Clock network drawn from the DEF:
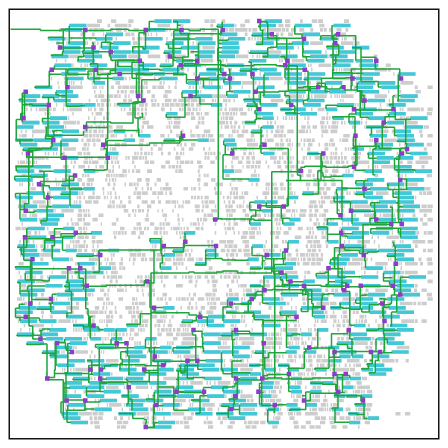
Metal layers overlaid:
Bar = 100 um.
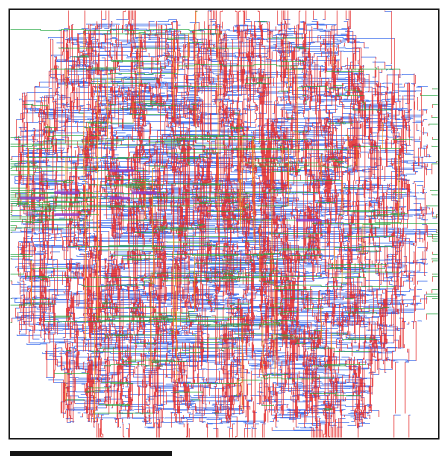
Cell placement:
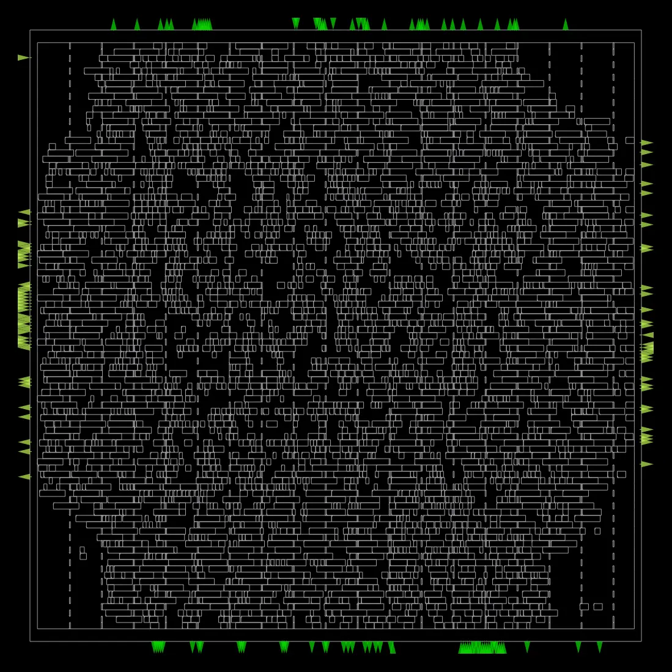
Wires at chosen ports, followed through buffers:
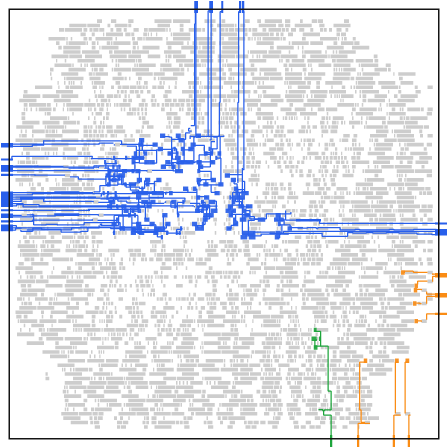
Pin map:
Pins as bars across the die edge, other pins in gray.
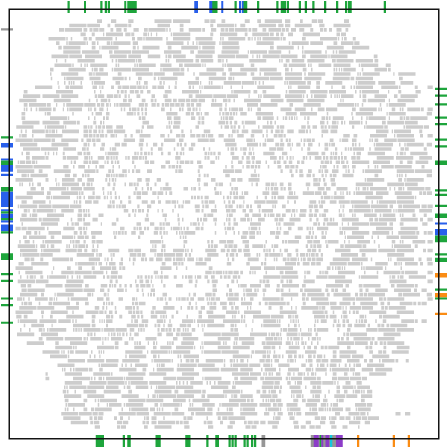
**src/rtl/col_compress_multi.sv**
```systemverilog
// Compressive-sensing column engine: streams sparse-counter beats against NUM_COL
// runtime-loaded matrix columns and queues per-slice inner products in a FWFT FIFO.

module col_lane #(
  parameter int ACC_W = 32
) (
  input  logic             clk_i,
  input  logic             rst_i,
  input  logic             clr_i,
  input  logic             step_i,
  input  logic             bit_i,
  input  logic             mode_i,
  input  logic [ACC_W-1:0] term_i,
  output logic [ACC_W-1:0] sum_o
);
  logic [ACC_W-1:0] acc_q, acc_d, delta;

  always_comb begin
    if (bit_i)       delta = term_i;
    else if (mode_i) delta = -term_i;
    else             delta = '0;
    sum_o = acc_q + delta;
    acc_d = acc_q;
    if (clr_i)       acc_d = '0;
    else if (step_i) acc_d = sum_o;
  end

  always_ff @(posedge clk_i) begin
    if (rst_i) acc_q <= '0;
    else       acc_q <= acc_d;
  end
endmodule

module col_compress_multi #(
  parameter int NUM_COUNTER = 10,
  parameter int NUM_SLICE   = 2,
  parameter int NUM_COL     = 3,
  parameter int DATA_W      = 32,
  parameter int ACC_W       = 32,
  parameter int FIFO_DEPTH  = 4,
  localparam int COL_W      = (NUM_COL > 1) ? $clog2(NUM_COL) : 1
) (
  input  logic                     Clk_i,
  input  logic                     Reset_i,
  input  logic                     Mode_i,
  input  logic                     Mat_Wr_En_i,
  input  logic [COL_W-1:0]         Mat_Wr_Col_i,
  input  logic [NUM_COUNTER-1:0]   Mat_Wr_Data_i,
  input  logic                     Start_i,
  output logic                     Busy_o,
  output logic                     Done_o,
  input  logic                     In_Valid_i,
  output logic                     In_Ready_o,
  input  logic [DATA_W-1:0]        Spa_Counter_i,
  output logic                     Out_Valid_o,
  input  logic                     Out_Ready_i,
  output logic [7:0]               Out_Slice_o,
  output logic [NUM_COL*ACC_W-1:0] Out_Data_o
);
  localparam int RW = $clog2(NUM_COUNTER);
  localparam int AW = $clog2(FIFO_DEPTH);

  typedef enum logic [1:0] {S_IDLE, S_ACCUM, S_DONE} state_t;

  typedef struct packed {
    logic [7:0]               slice;
    logic [NUM_COL*ACC_W-1:0] data;
  } res_t;

  state_t                              state_q, state_d;
  logic [RW-1:0]                       row_q, row_d;
  logic [7:0]                          slice_q, slice_d;
  logic                                mode_q, mode_d;
  logic [NUM_COL-1:0][NUM_COUNTER-1:0] mat_q, mat_d;
  res_t                                fifo_q [FIFO_DEPTH];
  logic [AW:0]                         wr_q, rd_q;

  logic                             last_row, accept, push, pop, full, empty, start_run;
  logic [NUM_COL-1:0]               lane_bit;
  logic [NUM_COL-1:0][ACC_W-1:0]    sum;
  logic [ACC_W-1:0]                 term;
  res_t                             head;

  assign last_row   = (row_q == RW'(NUM_COUNTER - 1));
  assign empty      = (wr_q == rd_q);
  assign full       = (wr_q[AW] != rd_q[AW]) && (wr_q[AW-1:0] == rd_q[AW-1:0]);
  // Only the slice-closing beat needs FIFO room, so the stall is confined to that row.
  assign In_Ready_o = (state_q == S_ACCUM) && !(last_row && full);
  assign accept     = In_Valid_i && In_Ready_o;
  assign push       = accept && last_row;
  assign pop        = !empty && Out_Ready_i;
  assign start_run  = (state_q == S_IDLE) && Start_i;
  assign term       = ACC_W'(Spa_Counter_i);

  always_comb begin
    for (int c = 0; c < NUM_COL; c++) lane_bit[c] = mat_q[c][row_q];
  end

  col_lane #(.ACC_W(ACC_W)) u_lane [NUM_COL-1:0] (
    .clk_i  (Clk_i),
    .rst_i  (Reset_i),
    .clr_i  (start_run | push),
    .step_i (accept & ~last_row),
    .bit_i  (lane_bit),
    .mode_i (mode_q),
    .term_i (term),
    .sum_o  (sum)
  );

  always_comb begin
    state_d = state_q;
    row_d   = row_q;
    slice_d = slice_q;
    mode_d  = mode_q;
    mat_d   = mat_q;
    case (state_q)
      S_IDLE: begin
        for (int c = 0; c < NUM_COL; c++)
          if (Mat_Wr_En_i && (Mat_Wr_Col_i == COL_W'(c))) mat_d[c] = Mat_Wr_Data_i;
        if (Start_i) begin
          row_d   = '0;
          slice_d = '0;
          mode_d  = Mode_i;
          state_d = S_ACCUM;
        end
      end
      S_ACCUM: begin
        if (accept) begin
          if (last_row) begin
            row_d   = '0;
            slice_d = slice_q + 8'd1;
            if (slice_q == 8'(NUM_SLICE - 1)) state_d = S_DONE;
          end else begin
            row_d = row_q + 1'b1;
          end
        end
      end
      S_DONE:  state_d = S_IDLE;
      default: state_d = S_IDLE;
    endcase
  end

  always_ff @(posedge Clk_i) begin
    if (Reset_i) begin
      state_q <= S_IDLE;
      row_q   <= '0;
      slice_q <= '0;
      mode_q  <= 1'b0;
      mat_q   <= '0;
    end else begin
      state_q <= state_d;
      row_q   <= row_d;
      slice_q <= slice_d;
      mode_q  <= mode_d;
      mat_q   <= mat_d;
    end
  end

  always_ff @(posedge Clk_i) begin
    if (Reset_i) begin
      wr_q <= '0;
      rd_q <= '0;
      for (int i = 0; i < FIFO_DEPTH; i++) fifo_q[i] <= '0;
    end else begin
      if (push) begin
        fifo_q[wr_q[AW-1:0]] <= '{slice: slice_q, data: sum};
        wr_q <= wr_q + 1'b1;
      end
      if (pop) rd_q <= rd_q + 1'b1;
    end
  end

  assign head        = fifo_q[rd_q[AW-1:0]];
  assign Out_Valid_o = !empty;
  assign Out_Slice_o = empty ? 8'd0 : head.slice;
  assign Out_Data_o  = empty ? '0 : head.data;
  assign Busy_o      = (state_q != S_IDLE);
  assign Done_o      = (state_q == S_DONE);
endmodule

```
**config.mk**
```make
export PLATFORM = sky130hd
export DESIGN_NAME = col_compress_multi
export DESIGN_NICKNAME = d
export VERILOG_FILES = /design/src/rtl/col_compress_multi.sv
export SDC_FILE = /design/constraint.sdc
export NUM_CORES = 1
export LEC_CHECK = 0
export ABC_AREA = 0
export ABC_CLOCK_PERIOD_IN_PS = 14210
export CAP_MARGIN = 10
export CORE_MARGIN = 3
export CORE_UTILIZATION = 45
export CTS_BUF_LIST = sky130_fd_sc_hd__clkbuf_4
export DETAILED_ROUTE_END_ITERATION = 16
export GPL_TIMING_DRIVEN = 0
export SLEW_MARGIN = 20
export SYNTH_ARGS = -nofsm -noshare
export SYNTH_HDL_FRONTEND = slang
export SYNTH_SLANG_ARGS = --single-unit
```
**constraint.sdc**
```tcl
create_clock -name Clk_i -period 14.21 [get_ports Clk_i]
set_input_delay 1.421 -clock Clk_i [delete_from_list [all_inputs] [get_ports Clk_i]]
set_output_delay 1.421 -clock Clk_i [all_outputs]
set_load 0.05 [all_outputs]
```
==> Slide: Implementation Results <==
Physical Implementation Snapshot

Pwr
  – P_leak: 12.60 nW
  – Maximum VDD drop: 64.57 uV

Worst setup path
  – Reg-to-Reg Start: row_q[1]
  – Worst reg-to-reg setup slack: 7720 ps
  – Largest fanout on the critical path: 6
  – Crit end category: flip-flop
  – FF-to-FF End: fifo_q[2][28]
  – Crit start category: primary input

Cells and area
  – Seq cells: 565
  – Flop area: 0.01547 sq mm
  – Combinational Gates: 2000
  – Area grow syn2layout: 16.92%
  – Logic cell area: 0.01376 sq mm
  – Buffer share of cell area: 6.687%
  – Most frequent cells in the layout: 596 x nor2_1, 416 x edfxtp_1, 244 x clkbuf_4
  – Top cell category: registers
  – NumNets Final: 3246
  – Register fraction of the total cell area: 44.22%
  – Antenna Cells: 14
  – Cell area after layout: 0.03499 sq mm
  – Signal inverters: 34
  – Number of clock buffers in the layout: 244

Floorplanning
  – Row Count: 93
  – Core Area: 0.06516 sq mm
  – Die ar.: 0.06964 sq mm

Yosys
  – Syn Area/Cell: 10.86 sq um
  – Floorplan net count: 2929
  – Ys cells: 2757
  – Synth Seq Share: 51.71%
  – MUX area fraction: 10.00%
  – Main logic family: simple AND/OR/NAND/NOR gates
  – Adder-Cell Fraction of Synth Area: 5.134%
  – Distinct cell type count after synthesis: 69
  – Aoi share: 11.42%
  – Asr flop ratio synth: 0%
  – Yosys simple share: 16.19%
  – Cell Area, Synth: 0.02993 sq mm
  – Max-area cell share: 41.74%
  – Yosys warns: 0
  – Flops & latches, synth: 565
  – Xor/xnor share: 3.127%
  – Yosys top cell by area: edfxtp_1
  – EDFF count, synth: 416

STA
  – Setup TNS Final: 0 ps
  – Setup Viol. Count Final: 0
  – Post-layout minimum cycle time: 6623 ps
  – Fin crit share: 46.61%
  – Relative slew slack: 22.63%
  – Tightest Pin Transition: 1161 ps

Route
  – Sum of routed wire length over all layers: 92600 um
  – Routed wire per std cell: 22.74 um
  – Drt initial violations: 1979
  – Drt drc: 0
  – Vias per inst: 5.710
  – Via count: 23250
  – Drt first pass iters: 6
  – Post-DRT Antenna Nets: 0

Clock network
  – Worst-Skew Late Latency: 1010 ps
  – CTS max path bufs: 3
  – Num CTS Buffers: 156
  – Cts hold-fix bufs: 0
  – Clock slew at reported path FFs: 70 ps

Place
  – Hpwl dp: 65470 um
  – Routability congestion estimate: 0.9591
  – DP Area: 0.03277 sq mm

Global route
  – First-pass GRT wire length: 138900 um
  – GRT Util Overall: 26.36%
  – Grt ovf: 0
  – Initial antenna violation count: 22
  – Largest net degree at the start of global routing: 44

Hold path
  – Worst Hold End: u_lane[1].acc_q[29]
  – Hold Crit Depth: 2
  – Worst hold-check path type: reg -> reg

Run status
  – Status: complete, no violations

Job
  – Max cap viols: 0
  – Tool warnings: 49
About 'clock network drawn from the DEF':
- green: clock wires (length 8670 um)
- cyan: flip-flops (count 565)
- purple: clock drivers (count 156)
- flops lie: widely spread
- routed clock nets: 157

About 'metal layers overlaid':
- purple: metal 5 (wire length 93.8 um)
- blue: metal 1 (wire length 39.7 mm)
- orange: metal 4 (wire length 2010 um)
- red: metal 2 (wire length 43.6 mm)
- green: metal 3 (wire length 7200 um)

About 'cell placement':
Finished Layout Cells: 4072
Layout fillers: 5824
fin util: 53.70%

About 'wires at chosen ports, followed through buffers':
- green: Start_i (bits 1; direction input; end cells 4; buffers 1; wire 99.0 um)
- orange: Out_Slice_o (bits 8; direction output; end cells 8; buffers 8; wire 233 um)
- blue: Spa_Counter_i (bits 32; direction input; end cells 179; buffers 32; wire 4120 um)

About 'pin map':
- purple: Mat_Wr_Data_i (pins 10; direction input; edge bottom)
- blue: Spa_Counter_i (pins 32; direction input; edge 21 left, 7 top, 4 right)
- orange: Out_Slice_o (pins 8; direction output; edge 5 right, 3 bottom)
- cyan: Start_i (pins 1; direction input; edge bottom)
- green: Out_Data_o (pins 96; direction output; edge 33 top, 25 bottom, 22 right, 16 left)
- all pins by edge: 50 bottom, 40 top, 38 left, 31 right
Buffers on Ports: 151
die y size: 263.9 um
die width: 263.9 um

[layer usage]
layer,routed length [um],track usage [%]
met1,39670,36.07
met2,43620,41.61
met3,7197,6.520
met4,2007,8.002
met5,93,0
[metrics by stage]
stage / setup WS (ps) / cells / total power [mW] / hold WS, ps
final: 7587 / 4072 / 3.729 / 466.6
after CTS: 7720 / 4058 / 3.769 / 463.4
after global placement: 5882 / 3763 / 2.142 / 446.2
after floorplan: 8274 / 2757 / 2.035 / 431.5
after detailed placement: 6761 / 3771 / 2.149 / 454.1
after global routing: 7244 / 4065 / 3.873 / 485.4
[cell usage after synthesis, drive strengths merged (10+ instances only)]
cell type and instances:
nor2 597, edfxtp 416, o21ai 163, dfxtp 149, a21oi 145, nand2 139
clkbuf 120, ha 118, nor2b 118, mux4 110, a22o 61, xor2 54
xnor2 52, a21o 44, and2 40, buf 38, nand3 38, mux2i 37
inv 34, nor3 30, and3 22, nand2b 22, a211oi 19, nand4 19
o21a 15, or2 15, mux2 13, a31oi 11, o211ai 11, o21bai 10
or3 10
[critical path: stages]
cell and delay, ps:
clkdlybuf4s50_1 520, inv_1 180, ha_1 240, or3b_1 400
nor3_1 340, nand2_1 280, nor4_1 300, xnor2_1 160
nand2_1 100, o21ai_0 680, ha_1 440, and4_1 180
a21oi_1 130, o311ai_1 250, o2bb2ai_1 470, o21ai_1 160
a311o_1 400, a21oi_1 190, xor2_1 410, nor2_1 100
[report_power, final]
group	switching [mW]	internal [mW]
sequential	0.0164	1.82
combinational	0.186	0.0929
clock	0.721	0.892
[registers in the layout, summed over array words and instances (netlist names), named ones only]
register and flops:
fifo_q 416, rd_q 3, mode_q 1, wr_q 3, slice_q 8, u_lane.acc_q 96, state_q 2, row_q 4
mat_q 30
Power figures rest on the tool's default switching activity, not on a simulated workload.
